===== src/rtl/or_nor_pkg.sv =====
// Shared definitions for the OR/NOR sweep controller and its reference model.
// Holds the FSM state encoding, the vector index geometry and the operation select codes.
package or_nor_pkg;

  typedef enum logic [1:0] {
    ST_IDLE  = 2'd0,
    ST_ISSUE = 2'd1,
    ST_WAIT  = 2'd2,
    ST_DONE  = 2'd3
  } state_e;

  localparam int               IDX_W    = 3;
  localparam logic [IDX_W-1:0] LAST_IDX = 3'd7;

  localparam logic OP_OR  = 1'b0;
  localparam logic OP_NOR = 1'b1;

endpackage


===== src/rtl/or_nor_ref_model.sv =====
// Combinational golden OR/NOR evaluator.
// The controller uses it to judge results; benches can reuse it.
module or_nor_ref_model
  import or_nor_pkg::*;
(
  input  logic a,
  input  logic b,
  input  logic sel,
  output logic exp
);

  always_comb begin
    if (sel == OP_NOR) begin
      exp = ~(a | b);
    end else begin
      exp = a | b;
    end
  end

endmodule


===== src/rtl/or_nor_sweep_ctrl.sv =====
// Sweep controller: offers all eight {a,b,sel} vectors to a downstream OR/NOR stage,
// checks each returned result (or timeout) and reports error count, first failure and pass.
module or_nor_sweep_ctrl
  import or_nor_pkg::*;
#(
  parameter int REPEAT  = 1,
  parameter int TIMEOUT = 15,
  parameter int ERR_W   = 4
) (
  input  logic             clk,
  input  logic             reset,
  input  logic             start,
  output logic             a,
  output logic             b,
  output logic             sel,
  output logic             op_valid,
  input  logic             op_ready,
  input  logic             res_valid,
  input  logic             res,
  output logic             busy,
  output logic             done,
  output logic             pass,
  output logic [ERR_W-1:0] err_count,
  output logic [2:0]       first_err_idx,
  output logic             first_err_vld
);

  localparam int                 SWEEP_W    = (REPEAT > 1) ? $clog2(REPEAT) : 1;
  localparam int                 TMO_W      = $clog2(TIMEOUT + 1);
  localparam logic [SWEEP_W-1:0] SWEEP_LAST = SWEEP_W'(REPEAT - 1);
  localparam logic [TMO_W-1:0]   TMO_LAST   = TMO_W'(TIMEOUT - 1);
  localparam logic [ERR_W-1:0]   ERR_MAX    = {ERR_W{1'b1}};

  state_e             state_q, state_d;
  logic [IDX_W-1:0]   idx_q, idx_d;
  logic [SWEEP_W-1:0] sweep_q, sweep_d;
  logic [TMO_W-1:0]   tmo_q, tmo_d;
  logic [ERR_W-1:0]   err_q, err_d;
  logic [IDX_W-1:0]   fidx_q, fidx_d;
  logic               fvld_q, fvld_d;
  logic               pass_q, pass_d;
  logic               op_valid_q, op_valid_d;
  logic               busy_q, busy_d;
  logic               done_q, done_d;

  logic               exp_s;
  logic               vec_end_s;
  logic               vec_fail_s;

  or_nor_ref_model u_ref (
    .a   (idx_q[2]),
    .b   (idx_q[1]),
    .sel (idx_q[0]),
    .exp (exp_s)
  );

  // State, counters, bookkeeping and registered outputs
  always_ff @(posedge clk) begin
    if (reset) begin
      state_q    <= ST_IDLE;
      idx_q      <= '0;
      sweep_q    <= '0;
      tmo_q      <= '0;
      err_q      <= '0;
      fidx_q     <= '0;
      fvld_q     <= 1'b0;
      pass_q     <= 1'b0;
      op_valid_q <= 1'b0;
      busy_q     <= 1'b0;
      done_q     <= 1'b0;
    end else begin
      state_q    <= state_d;
      idx_q      <= idx_d;
      sweep_q    <= sweep_d;
      tmo_q      <= tmo_d;
      err_q      <= err_d;
      fidx_q     <= fidx_d;
      fvld_q     <= fvld_d;
      pass_q     <= pass_d;
      op_valid_q <= op_valid_d;
      busy_q     <= busy_d;
      done_q     <= done_d;
    end
  end

  // Next state, vector sequencing and error accounting
  always_comb begin
    state_d    = state_q;
    idx_d      = idx_q;
    sweep_d    = sweep_q;
    tmo_d      = tmo_q;
    err_d      = err_q;
    fidx_d     = fidx_q;
    fvld_d     = fvld_q;
    pass_d     = pass_q;
    vec_end_s  = 1'b0;
    vec_fail_s = 1'b0;

    case (state_q)
      ST_IDLE: begin
        if (start) begin
          state_d = ST_ISSUE;
          idx_d   = '0;
          sweep_d = '0;
          err_d   = '0;
          fidx_d  = '0;
          fvld_d  = 1'b0;
          pass_d  = 1'b0;
        end else begin
          state_d = ST_IDLE;
        end
      end
      ST_ISSUE: begin
        if (op_ready) begin
          state_d = ST_WAIT;
          tmo_d   = '0;
        end else begin
          state_d = ST_ISSUE;
        end
      end
      ST_WAIT: begin
        // A result arriving on the final timeout cycle still gets compared.
        if (res_valid) begin
          vec_end_s  = 1'b1;
          vec_fail_s = (res != exp_s);
        end else if (tmo_q == TMO_LAST) begin
          vec_end_s  = 1'b1;
          vec_fail_s = 1'b1;
        end else begin
          tmo_d = tmo_q + TMO_W'(1);
        end
      end
      ST_DONE: begin
        state_d = ST_IDLE;
      end
      default: begin
        state_d = ST_IDLE;
      end
    endcase

    if (vec_end_s) begin
      if (vec_fail_s && (err_q != ERR_MAX)) begin
        err_d = err_q + ERR_W'(1);
      end else begin
        err_d = err_q;
      end
      if (vec_fail_s && !fvld_q) begin
        fvld_d = 1'b1;
        fidx_d = idx_q;
      end else begin
        fvld_d = fvld_q;
      end
      if (idx_q != LAST_IDX) begin
        idx_d   = idx_q + IDX_W'(1);
        state_d = ST_ISSUE;
      end else if (sweep_q == SWEEP_LAST) begin
        state_d = ST_DONE;
        pass_d  = (err_d == '0);
      end else begin
        idx_d   = '0;
        sweep_d = sweep_q + SWEEP_W'(1);
        state_d = ST_ISSUE;
      end
    end else begin
      vec_fail_s = 1'b0;
    end
  end

  // Output decode from the upcoming state so the strobes come straight off flops
  always_comb begin
    op_valid_d = 1'b0;
    busy_d     = 1'b0;
    done_d     = 1'b0;
    case (state_d)
      ST_ISSUE: begin
        op_valid_d = 1'b1;
        busy_d     = 1'b1;
      end
      ST_WAIT: begin
        busy_d = 1'b1;
      end
      ST_DONE: begin
        done_d = 1'b1;
      end
      default: begin
        op_valid_d = 1'b0;
      end
    endcase
  end

  assign a             = idx_q[2];
  assign b             = idx_q[1];
  assign sel           = idx_q[0];
  assign op_valid      = op_valid_q;
  assign busy          = busy_q;
  assign done          = done_q;
  assign pass          = pass_q;
  assign err_count     = err_q;
  assign first_err_idx = fidx_q;
  assign first_err_vld = fvld_q;

endmodule


===== config.mk =====
export PLATFORM = sky130hd
export DESIGN_NAME = or_nor_sweep_ctrl
export DESIGN_NICKNAME = d
export VERILOG_FILES = /design/src/rtl/or_nor_pkg.sv /design/src/rtl/or_nor_ref_model.sv /design/src/rtl/or_nor_sweep_ctrl.sv
export SDC_FILE = /design/constraint.sdc
export NUM_CORES = 1
export LEC_CHECK = 0
export CAP_MARGIN = 10
export CORE_MARGIN = 3
export CORE_UTILIZATION = 54
export DETAILED_ROUTE_END_ITERATION = 6
export PLACE_DENSITY_LB_ADDON = 0.12
export SLEW_MARGIN = 30
export SYNTH_ARGS = -nofsm -noshare
export SYNTH_HDL_FRONTEND = slang
export SYNTH_SLANG_ARGS = --single-unit

===== constraint.sdc =====
create_clock -name clk -period 3.2 [get_ports clk]
set_input_delay 0.32 -clock clk [delete_from_list [all_inputs] [get_ports clk]]
set_output_delay 0.32 -clock clk [all_outputs]
set_load 0.02 [all_outputs]

Run 1, power grid:
The bar under the picture is 20 µm long. Pins as bars on the die edge. Tap cells in grey.
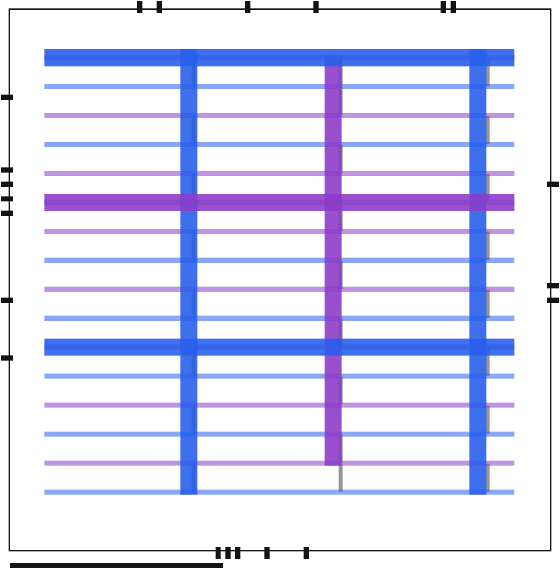
- VDD: purple
- VSS: blue
- met5 straps: 3
- met4 straps: 3
- signal pins: 21

Run 1, placed cells, one colour a class:
The bar under the picture is 20 µm long.
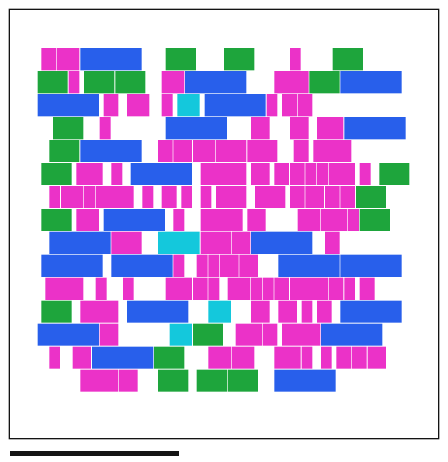
- other buffers and delay cells: green (cells 20; share of their area 15%)
- flip-flops: blue (cells 22; share of their area 34%)
- clock drivers and dummy loads: cyan (cells 4; share of their area 2.8%)
- all other logic: magenta (cells 98; share of their area 48%)
floorplan core area: 1800 µm²
sequential portion of the cell area: 32.9%
final core occ: 74.4%
row cnt: 15

==> run summary, run 1 <==
Update from the flow run.

The flow ran to the end, and the final reports show no timing, DRC or antenna violations. Max fanout on the critical path was recorded as 9. The period utilization is 60.2%.

The clock sink count is 22. The number of gates given a new drive strength after cts is 0. The worst vdd rail ir drop is 0.401 mV. The top cell type by total area after synthesis is dfxtp_1. The instance area at placement is 1300 µm². The total iterations of the first detailed-routing run is 4. The chip occupies 2570 µm². The top cell types in the final layout, fill and taps aside, are 22 x dfxtp_1, 20 x clkdlybuf4s50_1, 13 x nand2_1.

The fraction of synthesized cell area taken by the top area cell type is 40.8%. The count of endpoints failing hold in the final timing report is 0. The number of synthesis warnings is 0. STA classifies the critical path endpoint as a register. The detail route stage leaves a number of antenna-violating nets equal to 0. The post-synthesis instance total is 122. In this run the most critical hold path is launched from sweep_q$_SDFF_PP0_.

The final layout reports a setup TNS of 0 ns. The via count normalized by instance count is 5.68. Per the post-synthesis stats, the area per cell is 8.85 µm².

Static timing analysis puts the maximum clock frequency at 519 MHz. Summed over all routing layers, the global router reports a total usage of 21.0%. The number of library cell types mapped by synthesis is 38. The number of levels in the clock H-tree is 1. The number of cell instances after yosys synthesis is 122. After global routing the overflow that remains totals 0. The leakage power total is 0.492 nW. The origin of the critical flop-to-flop path is tmo_q[0]$_SDFFE_PP0P_.

The standard cell with the maximum stage delay on the critical path is dfxtp_1. The routed wire length is 2340 µm. The clock slew seen by the registers of the worst setup and hold paths is 0.12 ns.

From the final report, the count of setup violators was given as 0. The area reported by Yosys stat is 1080 µm². The type of origin of the critical path is a register. The critical path endpoint has a required time of 3.38 ns. The finished layout holds 169 standard cells, fillers aside.

The routed wirelength on the met1 layer is recorded as 1080 µm. Total power normalized to cell area comes to 381 nW/µm². The die is 50.7 µm tall. The path with the worst hold slack has its endpoint at sweep_q$_SDFF_PP0_. The proportion of synthesized flip-flops having asynchronous set or reset is 0%.

The detail-routed net length per standard cell is 13.8 µm. The number of buffers inserted during clock tree synthesis is 3. The width of the die is 50.7 µm. The synthesized design contains 0 enable-type register cells. The number of nets in the layout is 158.

The finished cells cover 1340 µm². The type of the worst min-delay path is register to register. The final max-slew violation count recorded for this run is 0. The cell area after technology mapping is 1080 µm². The most common logic cell in the final layout is dfxtp_1. The net count entering floorplan is 135.

Per the detail_route log, met3 wirelength is 82 µm. In the placement report, post-DP HPWL is listed as 1720 µm. The report puts the cell count of the worst reg-to-reg path at 7. In this run, the number of DRC markers left after iteration 0 of detailed routing was 41. The cell that appears most often on the critical path is ha_1. Entering global routing, the biggest net connects 20 pins. The transition at the pin with the smallest max-transition slack is 0.689 ns.

Listed in order, past its start point the critical path passes inv_1 > ha_1 > a31o_2 > nand3_2 > o311ai_0 > ha_1 > nor2b_1. The count of input and output buffers is 20. The setup check on the worst reg-to-reg path leaves a slack of 1.27 ns. Detailed routing placed a total of 1120 µm of wire on met2. The fraction of final layout cells with drive strength greater than 1 is 8.33%. Counting I/O delays and the setup requirement, the final critical path takes 1.93 ns.

The number of antenna violations at the first check in global routing is 0. Warnings raised by the tools during the run amount to 28. In the synthesized netlist the dominant register cell turns out to be dfxtp_1.

The destination of the worst register-to-register timing path is done$_SDFF_PP0_. The number of hold buffers added after cts is 0. Setup repair after global routing left no endpoint under its margin.

The synthesis stat section lists a flop and latch total of 22. The routed layout has 960 vias. Looking at the clock tree report, the root buffer type is clkbuf_4. The worst setup path is of the register to register kind. Summing the sequential cell areas from Yosys gives 40.8% of the chip area. The placed cell count is 165. CTS reports a maximum clock tree buffer depth of 2. Routed signal wires occupy layers up through met4. The number of cells on the worst hold path is listed as 2. The post-route DRC violation count is 0. Pin placement for this block handled 21 I/O pins.

TritonCTS built the clock tree. The synthesis-to-finish area growth is 24.1%. After synthesis, the cell types taking the most area are dfxtp_1 41%, ha_1 8.1%, a21oi_1 5.1%. The total of max-cap violations is 0. The final weighted congestion in routability-driven placement is 0.888. The first global-routing pass estimated 4020 µm of wire. Buffers added to address setup during post-CTS repair amount to 0.

The initial standard-cell utilization of the core is 59.9%. The data arrival at the endpoint of the critical path is 2.11 ns. The timing report gives the biggest stage delay along the critical path as 0.41 ns. The tightest slew margin relative to the limit is 53.9%. The number of global-route vias before repair is 891. The repair_antennas step left the layout with diodes totalling 0.

The number of inserted filler cells in the final layout is 158.
Run 1, clock network drawn from the DEF:
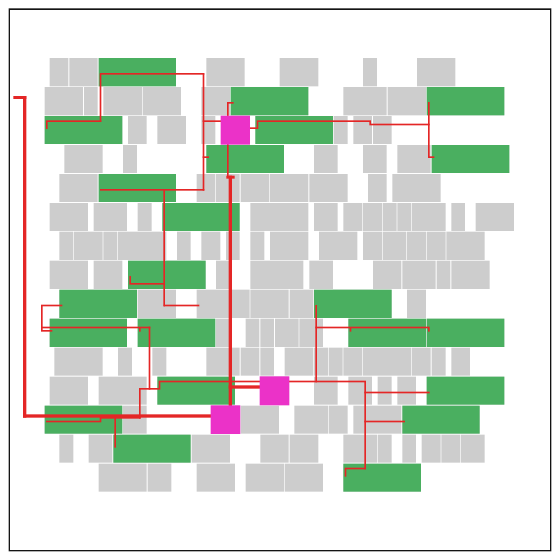
- clock wires: red (length 268 µm)
- flip-flops: green (count 22)
- cells driving clock nets: magenta (count 3)
- routed clock nets: 4
post-route clock skew: 0.00261 ns
Insertion Delay late pin: 0.31 ns
proportion of power drawn by the clock network: 30.4%

[run 1: per-layer routing]
metal,vias up,global-route usage (%)
met2,27,34.3
met5,-,0
met4,0,12.6
li1,480,-
met3,5,2.67
met1,448,26.0
[run 1: cell families after synthesis]
group,Yosys count,synth area share (%)
AND/OR/NAND/NOR,58,29.3
AND-OR/OR-AND,22,12.5
flip-flops,22,40.8
adder cells (fa/ha/maj),7,8.11
buffers and inverters,6,2.08
multiplexers,5,5.56
XOR/XNOR,2,1.62
[run 1: Yosys cell counts (2+ instances only)]
| cell type | instances |
|---|---|
| mux2i_1 | 2 |
| nand2b_1 | 4 |
| nor2b_1 | 4 |
| nor2_1 | 12 |
| nand3b_1 | 4 |
| dfxtp_1 | 22 |
| or3_1 | 2 |
| ha_1 | 7 |
| inv_1 | 4 |
| o21a_1 | 2 |
| nor3_2 | 3 |
| nand3_1 | 7 |
| a22oi_1 | 2 |
| a21oi_1 | 11 |
| nand2_1 | 13 |
[run 1: power by group]
group	leakage, nW	switching (mW)	internal, mW	total, mW
Sequential	0.178	0.00505	0.281	0.286
Combinational	0.293	0.0399	0.0296	0.0695
Clock	0.0210	0.0858	0.0695	0.155
[run 1: layout make-up]
cell class / instances / area, µm² / area share [%]
sequential: 22 / 440 / 32.9
multi-input combinational: 94 / 617 / 46.0
timing repair buffer: 20 / 200 / 14.9
tap: 25 / 31.3 / 2.33
clock buffer: 4 / 36.3 / 2.71
inverter: 4 / 15.0 / 1.12
[run 1: worst max-delay path, delay by kind of cell (launching register included)]
kind	cells	cell delay, ns
compound gates	2	0.55
fa+ha+maj	2	0.48
buf+inv	1	0.06
flops	1	0.41
simple gates	2	0.31
[run 1: worst max path at each step]
| stage | to | start | slack, ns |
|---|---|---|---|
| global route | busy$_SDFF_PP0_ | tmo_q[0]$_SDFFE_PP0P_ | 1.10 |
| detailed placement | first_err_idx[1]$_SDFF_PP0_ | res | 1.11 |
| finish | done$_SDFF_PP0_ | tmo_q[0]$_SDFFE_PP0P_ | 1.27 |
| floorplan | busy$_SDFF_PP0_ | tmo_q[0]$_SDFFE_PP0P_ | 1.50 |
| CTS | done$_SDFF_PP0_ | tmo_q[0]$_SDFFE_PP0P_ | 1.28 |
| global placement | first_err_idx[2]$_SDFF_PP0_ | res | 1.14 |
[run 1: sequential cells by signal, indices dropped and copies added (netlist names), 2 cells and up]
signal,cells
err_count,4
first_err_idx,3
idx_q,3
state_q,2
tmo_q,4
[run 1: through the flow]
stage,setup slack [ns],power [mW],hold WS [ns]
after floorplan,1.50,0.336,0.407
after global placement,1.14,0.359,0.417
after detailed placement,1.11,0.361,0.423
after CTS,1.28,0.513,0.441
after global routing,1.10,0.535,0.480
final,1.27,0.511,0.441
## Run 2: what changed since run 1
--- a/config.mk
+++ b/config.mk
@@ -7,7 +7,7 @@
 export LEC_CHECK = 0
 export CAP_MARGIN = 10
 export CORE_MARGIN = 3
-export CORE_UTILIZATION = 54
+export CORE_UTILIZATION = 50
 export DETAILED_ROUTE_END_ITERATION = 6
 export PLACE_DENSITY_LB_ADDON = 0.12
 export SLEW_MARGIN = 30
==> constraint.sdc (replaced) <==
create_clock -name clk -period 1.95 [get_ports clk]
set_input_delay 0.195 -clock clk [delete_from_list [all_inputs] [get_ports clk]]
set_output_delay 0.195 -clock clk [all_outputs]
set_load 0.02 [all_outputs]
Run 2, routing congestion map:
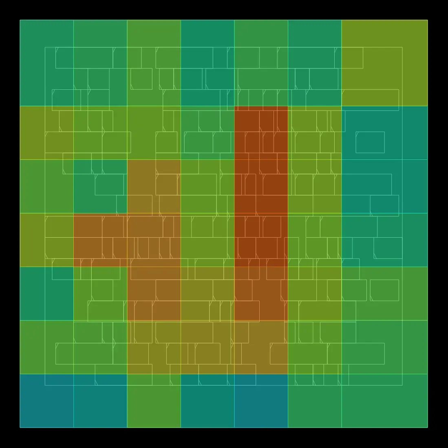
WL per Instance: 12.3 µm
routing usage on met2: 31.2%
GR peak layer: met2

==> run 2 against run 1 <==
Core utilization fell by 5.2 points. Clock power rose by 61%. Power rose by 64%. Hold slack improved by 0.0044 ns. Global-route usage fell by 2.3 points. Clock skew rose by 0.0037 ns. Maximum frequency rose by 7.7%. Final area rose by 3.4%. Synthesized area did not move. Combinational power rose by 73%. Critical endpoint is now busy$_SDFF_PP0_.
==> run summary, run 2 <==
Update from the flow run.

The type of the worst setup path is register to register. The total power is 0.839 mW (+64%). The synthesis-to-finish area growth is 28.3%. The worst setup timing slack at the placement stage came to 0.0527 ns (-1.06 ns). The remaining antenna violation count after routing came to 0 (unchanged).

The worst setup path is captured at a register. The proportion of synthesized flip-flops having asynchronous set or reset came to 0% (unchanged). The final weighted congestion in routability-driven placement is 0.847 (-4.6%). The number of DRC markers after the initial detailed-route iteration is 11 (-73%).

The final period demand of the worst path is 1.79 ns (-0.138 ns). The fmax came to 559 MHz (+7.7%). The number of antenna violations at the first check in global routing was 0 (unchanged). After synthesis, the cell types taking the most area are dfxtp_1 41%, ha_1 8.1%, a21oi_1 5.1%. The worst vdd rail ir drop is 0.603 mV (+50%).

The global-route wire length before repair is 3770 µm (-6.3%). The mean instance size in the synthesized netlist is 8.85 µm² (unchanged). The number of synthesis warnings is 0 (unchanged). The clock slew seen by the registers of the worst setup and hold paths is 0.12 ns (about the same). The number of library cell types mapped by synthesis is 38 (unchanged). The worst setup margin is 0.163 ns (-1.11 ns). The post-route clock skew is 0.00629 ns (+0.00368 ns). Counting only logic cells after layout, the most numerous master is dfxtp_1. The destination of the worst register-to-register timing path is busy$_SDFF_PP0_. The area reported by Yosys stat is 1080 µm² (unchanged). The core outline area was 2000 µm² (+11%). The flow ran to the end, and the final reports show no timing, DRC or antenna violations.

The period utilization is 91.7% (+31 points). The transition at the pin with the smallest max-transition slack is 0.443 ns (-0.246 ns). The total iterations of the first detailed-routing run is 4 (unchanged).

The critical path startpoint is tmo_q[0]$_SDFFE_PP0P_. The via count normalized by instance count is 5.35 (-5.7%). The leftover overflow at the end of global routing is 0 (unchanged). The met1 layer usage reported by global route is 22.8% (-3.1 points). The number of register bits inferred by synthesis was 22 (unchanged).

The type of the worst min-delay path is register to register. Following the worst setup path forward leads to its endpoint at busy$_SDFF_PP0_. The count of endpoints failing hold in the final timing report is 0 (unchanged). The leakage power total is 0.518 nW (+5.2%). The setup violation total in the final timing report is 0 (unchanged). The maximum number of pins on one net before global-route repair is 13 (-35%).

The required time of the critical path is 2.20 ns (-1.18 ns). The instance area at placement was 1350 µm² (+3.5%). The setup TNS is 0 ns (unchanged).

The post-route DRC violation count is 0 (unchanged). The cell count of the worst hold path was 2 (unchanged). The number of buffers inserted during clock tree synthesis is 3 (unchanged). The total routing usage reported by global routing came to 18.6% (-2.3 points). The worst setup path is launched from a register. The width of the die is 52.5 µm (+3.5%).

The die outline height is 52.5 µm (+3.5%). The sequential standard cell area is 440 µm² (unchanged). The depth of the worst register-to-register path is 9 (+2).

The total of max-cap violations is 0 (unchanged). The most frequent cell after synthesis is dfxtp_1. Setup repair after global routing left no endpoint under its margin.

CTS placed an instance of clkbuf_4 at the clock tree root. The tightest slew margin relative to the limit is 70.0% (+16 points). The routed wire length is 2160 µm (-7.6%). The initial standard-cell utilization of the core is 53.9% (-6.0 points). The number of primary I/O pins is 21 (unchanged).

The number of global-route vias before repair is 881 (-1.1%). The area occupied by multi-input gates was 617 µm² (unchanged). The cell area after technology mapping is 1080 µm² (unchanged).

The count of input and output buffers is 20 (unchanged). The via count is 937 (-2.4%). The number of buffers on the longest clock path is 2 (unchanged).

The HPWL after detailed placement is 1710 µm (-0.52%). The number of levels in the clock H-tree is 1 (unchanged). The sequential-to-total area share from yosys stat is 40.8% (unchanged). The slack of the worst reg-to-reg path is 0.16 ns (-1.11 ns). The number of enable flip-flop cells came to 0 (unchanged). The worst register-to-register path begins at tmo_q[0]$_SDFFE_PP0P_. The post-synthesis instance total was 122 (unchanged). The site row count is 16 (+1). The number of warnings the tools reported came to 28 (unchanged). The largest fanout on the critical path is 5 (-4). The data arrival at the endpoint of the critical path came to 2.04 ns (-0.07 ns). The number of inserted filler cells in the final layout is 167 (+5.7%). The worst-case hold slack is 0.445 ns (+0.00436 ns). The number of cell instances after yosys synthesis is 122 (unchanged). The net count entering floorplan is 135 (unchanged). The power per unit of standard cell area is 606 nW/µm² (+59%).

The clock sink count is 22 (unchanged). The later-pin clock latency in the skew report was 0.30 ns (about the same). The biggest area contributor in the post-synthesis netlist is dfxtp_1. The startpoint identified for the worst hold timing path is sweep_q$_SDFF_PP0_.

The number of nets in the layout is 162 (+2.5%). The met3 usage in global routing was 3.99% (+1.3 points). The fraction of synthesized cell area taken by the top area cell type is 40.8% (unchanged). Yosys reports that the most numerous cell types are 22 x dfxtp_1, 13 x nand2_1, 12 x nor2_1, 11 x a21oi_1. The synthesis report names the predominant flop master as dfxtp_1. Ranking logic cells in the layout by count gives the top entries 22 x dfxtp_1, 20 x clkdlybuf4s50_1, 13 x nand2_1. The final standard cell area without fillers came to 1390 µm² (+3.4%). TritonCTS built the clock tree. The count of inserted antenna diode cells is 0 (unchanged). The max-slew violation total from the final report is 0 (unchanged). The overall die area was 2750 µm² (+7.0%). The fraction of final layout cells with drive strength greater than 1 is 10.8% (+2.5 points).
## run 2: cell counts after synthesis
Identical to the previous run, type by type.
## run 2: per-layer routing
layer	vias up	part of all wire, %	wire [µm]
li1	487	-	-
met2	16	48	1030
met3	2	3.6	77
met1	432	48	1030
met5	-	0	0
met4	0	0.83	18
## run 2: area by class of cell
cell class                      count  share of cell area, %
Timing Repair Buffer               24                   17.5
Multi-Input combinational cell     94                   44.5
Inverter                            4                   1.08
Sequential cell                    22                   31.8
Tap cell                           27                   2.44
Clock buffer                        4                   2.62
## run 2: logic make-up after synthesis
group           after synthesis  synth area share (%)
flops                        22                  40.8
fa+ha+maj                     7                  8.11
mux                           5                  5.56
buf+inv                       6                  2.08
xor+xnor                      2                  1.62
simple gates                 58                  29.3
compound gates               22                  12.5
## run 2: per-stage QoR
step | instances | utilization, %
3_3_place_gp | 171 | 67.4
5_1_grt | 175 | 69.2
3_5_place_dp | 171 | 67.4
6_report | 175 | 69.2
2_1_floorplan | 122 | -
4_1_cts | 175 | 69.2
## run 2: repair_timing
action | 4_1_cts | 5_1_grt
hold endpoints to repair | 0 | 0
buffers inserted | 0 | 0
setup endpoints to repair | 0 | 3
hold buffers | 0 | 0
resized | 0 | 1
## run 2: how the worst min path moves through the flow
stage	to	slack, ns
CTS	sweep_q$_SDFF_PP0_	0.44
global placement	sweep_q$_SDFF_PP0_	0.41
detailed placement	sweep_q$_SDFF_PP0_	0.42
floorplan	sweep_q$_SDFF_PP0_	0.41
global route	sweep_q$_SDFF_PP0_	0.48
finish	sweep_q$_SDFF_PP0_	0.45
## run 2: worst max-delay path, cell delays in order (launching register included)
cell and delay, ns:
dfxtp_1 0.41, inv_1 0.06, ha_1 0.19, a31o_2 0.28, nor2b_1 0.13, buf_4 0.15, nand2_1 0.05, nand2_1 0.09
ha_1 0.28, nor2_1 0.09
## run 2: power breakdown
part / internal, mW / switching [mW]
logic: 0.0538 / 0.0660
clock network: 0.114 / 0.137
registers: 0.461 / 0.00761
## Run 3: what changed since run 2
--- a/config.mk
+++ b/config.mk
@@ -5,6 +5,7 @@
 export SDC_FILE = /design/constraint.sdc
 export NUM_CORES = 1
 export LEC_CHECK = 0
+export ABC_CLOCK_PERIOD_IN_PS = 1950
 export CAP_MARGIN = 10
 export CORE_MARGIN = 3
 export CORE_UTILIZATION = 50
Run 3, placed cells, one colour a class:
The bar under the picture is 20 µm long.
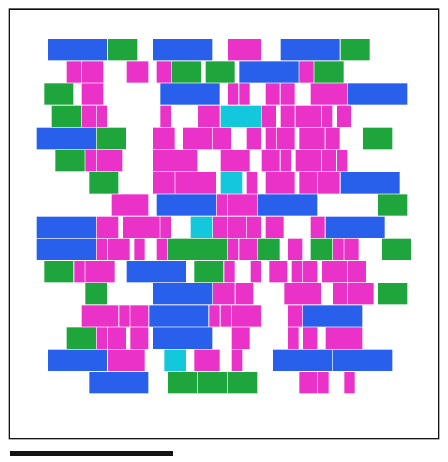
- all other logic: magenta (cells 98; share of their area 47%)
- flip-flops: blue (cells 22; share of their area 33%)
- other buffers and delay cells: green (cells 24; share of their area 18%)
- clock drivers and dummy loads: cyan (cells 4; share of their area 2.7%)
floorplan core area: 2000 µm²
final core occ: 69.2%
cell area after layout: 1390 µm²

==> run 3 against run 2 <==
First-iteration DRC count unchanged. Via count unchanged. Synthesized cell count unchanged. Global-route usage unchanged. Die size unchanged. Setup slack unchanged. Power unchanged. Maximum frequency unchanged. Sequential share of layout area unchanged. Clock power about the same. Largest cell class unchanged.
==> run summary, run 3 <==
Update from the flow run.

The flow ran to the end, and the final reports show no timing, DRC or antenna violations. The timing report attributes the biggest portion of critical-path delay to adder cells. The number of buffers on the longest clock path came to 2 (unchanged). In this run the critical register-to-register path is launched from tmo_q[0]$_SDFFE_PP0P_. The width of the die came to 52.5 µm (unchanged). The total of max-cap violations was 0 (unchanged). The maximum number of pins on one net before global-route repair is 13 (unchanged). The post-route DRC violation count is 0 (unchanged). The met2 demand-to-capacity share in global routing is 31.2% (unchanged). The cell area after technology mapping is 1080 µm² (unchanged). dfxtp_1 is the most common cell in the netlist. The depth of the worst register-to-register path is 9 (unchanged). The number of inserted filler cells in the final layout is 167 (unchanged).

The worst setup margin was 0.163 ns (unchanged). TritonCTS built the clock tree. The required time of the critical path is 2.20 ns (about the same). The number of cell instances after yosys synthesis is 122 (unchanged).

The via count normalized by instance count is 5.35 (unchanged). The most frequently placed logic cell in the final layout is dfxtp_1. The number of global-route vias before repair is 881 (unchanged). The routed wire length was 2160 µm (unchanged). The largest fanout on the critical path came to 5 (unchanged). The count of inserted antenna diode cells is 0 (unchanged).

The number of DRC markers after the initial detailed-route iteration is 11 (unchanged). The slack of the worst reg-to-reg path came to 0.16 ns (about the same). The via count came to 937 (unchanged). The number of levels in the clock H-tree was 1 (unchanged). The worst vdd rail ir drop is 0.603 mV (unchanged). The post-synthesis instance total came to 122 (unchanged). The setup fix buffers added after clock tree synthesis is 0 (unchanged). The leftover overflow at the end of global routing is 0 (unchanged).

For reference, the critical path cell chain is inv_1 > ha_1 > a31o_2 > nor2b_1 > buf_4 > nand2_1 > nand2_1 > ha_1 > nor2_1. The post-route clock skew was 0.00629 ns (unchanged). The most common logic cells in the final layout are 22 x dfxtp_1, 20 x clkdlybuf4s50_1, 13 x nand2_1.

Looking at area per cell type in the netlist, the leader is dfxtp_1. The total power is 0.839 mW (unchanged). The initial standard-cell utilization of the core is 53.9% (unchanged). The site row count was 16 (unchanged). The remaining antenna violation count after routing is 0 (unchanged). The number of gates given a new drive strength after cts is 0 (unchanged). The die outline height is 52.5 µm (unchanged).

The number of library cell types mapped by synthesis is 38 (unchanged). The met1 layer usage reported by global route is 22.8% (unchanged). The number of synthesis warnings is 0 (unchanged). The worst-case hold slack is 0.445 ns (unchanged). The count of input and output buffers is 20 (unchanged). STA classifies the critical path endpoint as a register.

The fraction of final layout cells with drive strength greater than 1 came to 10.8% (unchanged). The destination of the worst register-to-register timing path is busy$_SDFF_PP0_. The met3 usage in global routing is 3.99% (unchanged).

Counting instances in the post-synthesis netlist gives the leading cell types as 22 x dfxtp_1, 13 x nand2_1, 12 x nor2_1, 11 x a21oi_1. The instance area at placement is 1350 µm² (unchanged). The final weighted congestion in routability-driven placement was 0.847 (unchanged). The worst min-delay path startpoint is sweep_q$_SDFF_PP0_.

The number of hold buffers added after cts is 0 (unchanged). The data arrival at the endpoint of the critical path came to 2.04 ns (about the same). The later-pin clock latency in the skew report was 0.30 ns (about the same).

The proportion of synthesized flip-flops having asynchronous set or reset came to 0% (unchanged). The count of buffering cells on the critical path with inverters included is 2 (unchanged). The power per unit of standard cell area is 606 nW/µm² (unchanged). The setup TNS is 0 ns (unchanged). The leakage power total is 0.518 nW (unchanged). The placed cell count is 171 (unchanged).

Setup repair after global routing left no endpoint under its margin. The number of nets in the layout was 162 (unchanged). The overall die area came to 2750 µm² (unchanged). The most critical min-delay path falls under register to register. The tightest slew margin relative to the limit is 70.0% (unchanged). The detail-routed net length per standard cell is 12.3 µm (unchanged). The HPWL after detailed placement is 1710 µm (unchanged). The highest cell delay on the worst timing path is 0.41 ns (about the same). The fmax is 559 MHz (unchanged). The main area contributors are dfxtp_1 41%, ha_1 8.1%, a21oi_1 5.1%. The global routing's busiest layer is met2. The number of enable flip-flop cells was 0 (unchanged).

The max-slew violation total from the final report is 0 (unchanged). The final period demand of the worst path came to 1.79 ns (unchanged). The type of the worst setup path is register to register. The cell count of the worst hold path came to 2 (unchanged). The number of warnings the tools reported is 28 (unchanged). The number of register bits inferred by synthesis was 22 (unchanged). The area reported by Yosys stat is 1080 µm² (unchanged). The transition at the pin with the smallest max-transition slack came to 0.443 ns (unchanged). The sequential-to-total area share from yosys stat was 40.8% (unchanged). The count of endpoints failing hold in the final timing report is 0 (unchanged). Looking at the cell usage after synthesis, the top flip-flop cell is dfxtp_1. The tree is rooted in a clkbuf_4. STA shows the worst min-delay path finishing at sweep_q$_SDFF_PP0_.

The number of antenna violations at the first check in global routing is 0 (unchanged). The clock sink count is 22 (unchanged). The worst setup timing slack at the placement stage came to 0.0527 ns (unchanged).
## run 3: cell counts in the layout (fill, tap and decap cells not counted)
Identical to the previous run, type by type.
## run 3: cell type report
| class | instances | area (µm²) | share of cell area, % |
|---|---|---|---|
| Inverter | 4 | 15.0 | 1.08 |
| Multi-Input combinational cell | 94 | 617 | 44.5 |
| Clock buffer | 4 | 36.3 | 2.62 |
| Tap cell | 27 | 33.8 | 2.44 |
| Timing Repair Buffer | 24 | 243 | 17.5 |
| Sequential cell | 22 | 440 | 31.8 |
## run 3: power breakdown
group | switching, mW | total, mW | internal [mW]
Combinational | 0.0660 | 0.120 | 0.0538
Sequential | 0.00761 | 0.469 | 0.461
Clock | 0.137 | 0.250 | 0.114
Total | 0.210 | 0.839 | 0.629
## run 3: worst min-delay path, cell delays in order, from the launching register on
cell and delay (ns):
dfxtp_1 0.32, nand2_1 0.05, a21oi_1 0.04
## run 3: cells by family (layout without fill, tap and decap cells)
logic type | Yosys count | in the layout | share of synthesized area, %
buffers and inverters | 6 | 32 | 2.08
multiplexers | 5 | 5 | 5.56
XOR/XNOR | 2 | 2 | 1.62
AND-OR/OR-AND | 22 | 22 | 12.5
AND/OR/NAND/NOR | 58 | 58 | 29.3
flip-flops | 22 | 22 | 40.8
adder cells (fa/ha/maj) | 7 | 7 | 8.11
## run 3: worst max-delay path by stage
stage                                      from                          end  slack, ns  depth (start not counted)
after floorplan           tmo_q[0]$_SDFFE_PP0P_              busy$_SDFF_PP0_       0.25                          7
after global placement                      res    err_count[3]$_SDFFE_PP0P_       0.09                          6
after detailed placement                    res  first_err_idx[2]$_SDFF_PP0_       0.05                          6
after CTS                 tmo_q[0]$_SDFFE_PP0P_              busy$_SDFF_PP0_       0.10                          7
after global routing      tmo_q[0]$_SDFFE_PP0P_              busy$_SDFF_PP0_      0.009                          9
final                     tmo_q[0]$_SDFFE_PP0P_              busy$_SDFF_PP0_       0.16                          9
## run 3: routing by layer
layer | part of all wire (%) | wire length, µm
met4 | 0.83 | 18
met2 | 48 | 1030
met5 | 0 | 0
met1 | 48 | 1030
met3 | 3.6 | 77

==> gallery <==
Routed metal, one colour a layer.
panel A
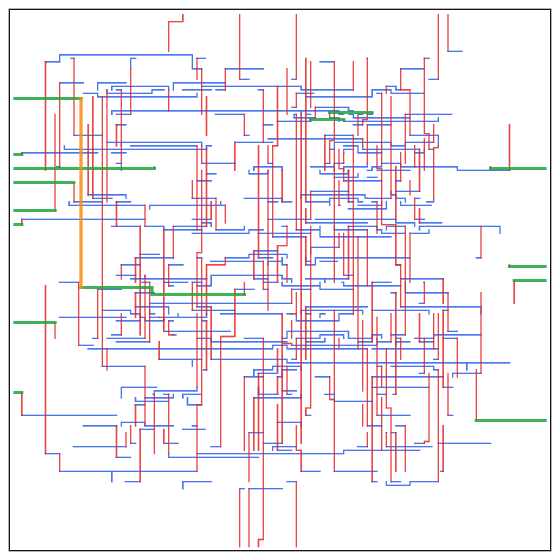
panel B
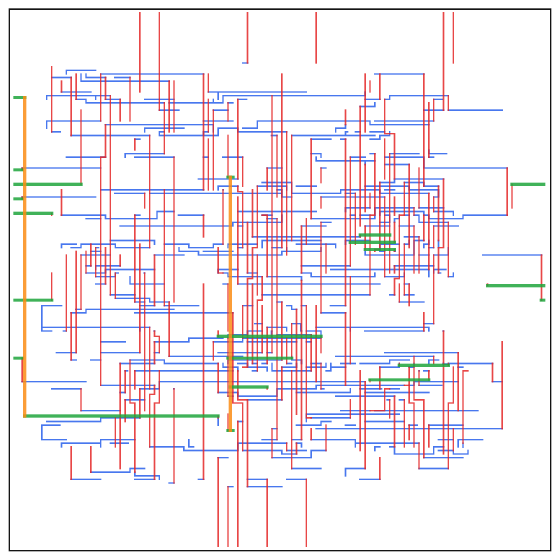
- panel A = run 3
- panel B = run 1

Power and IR drop assume default switching activity.
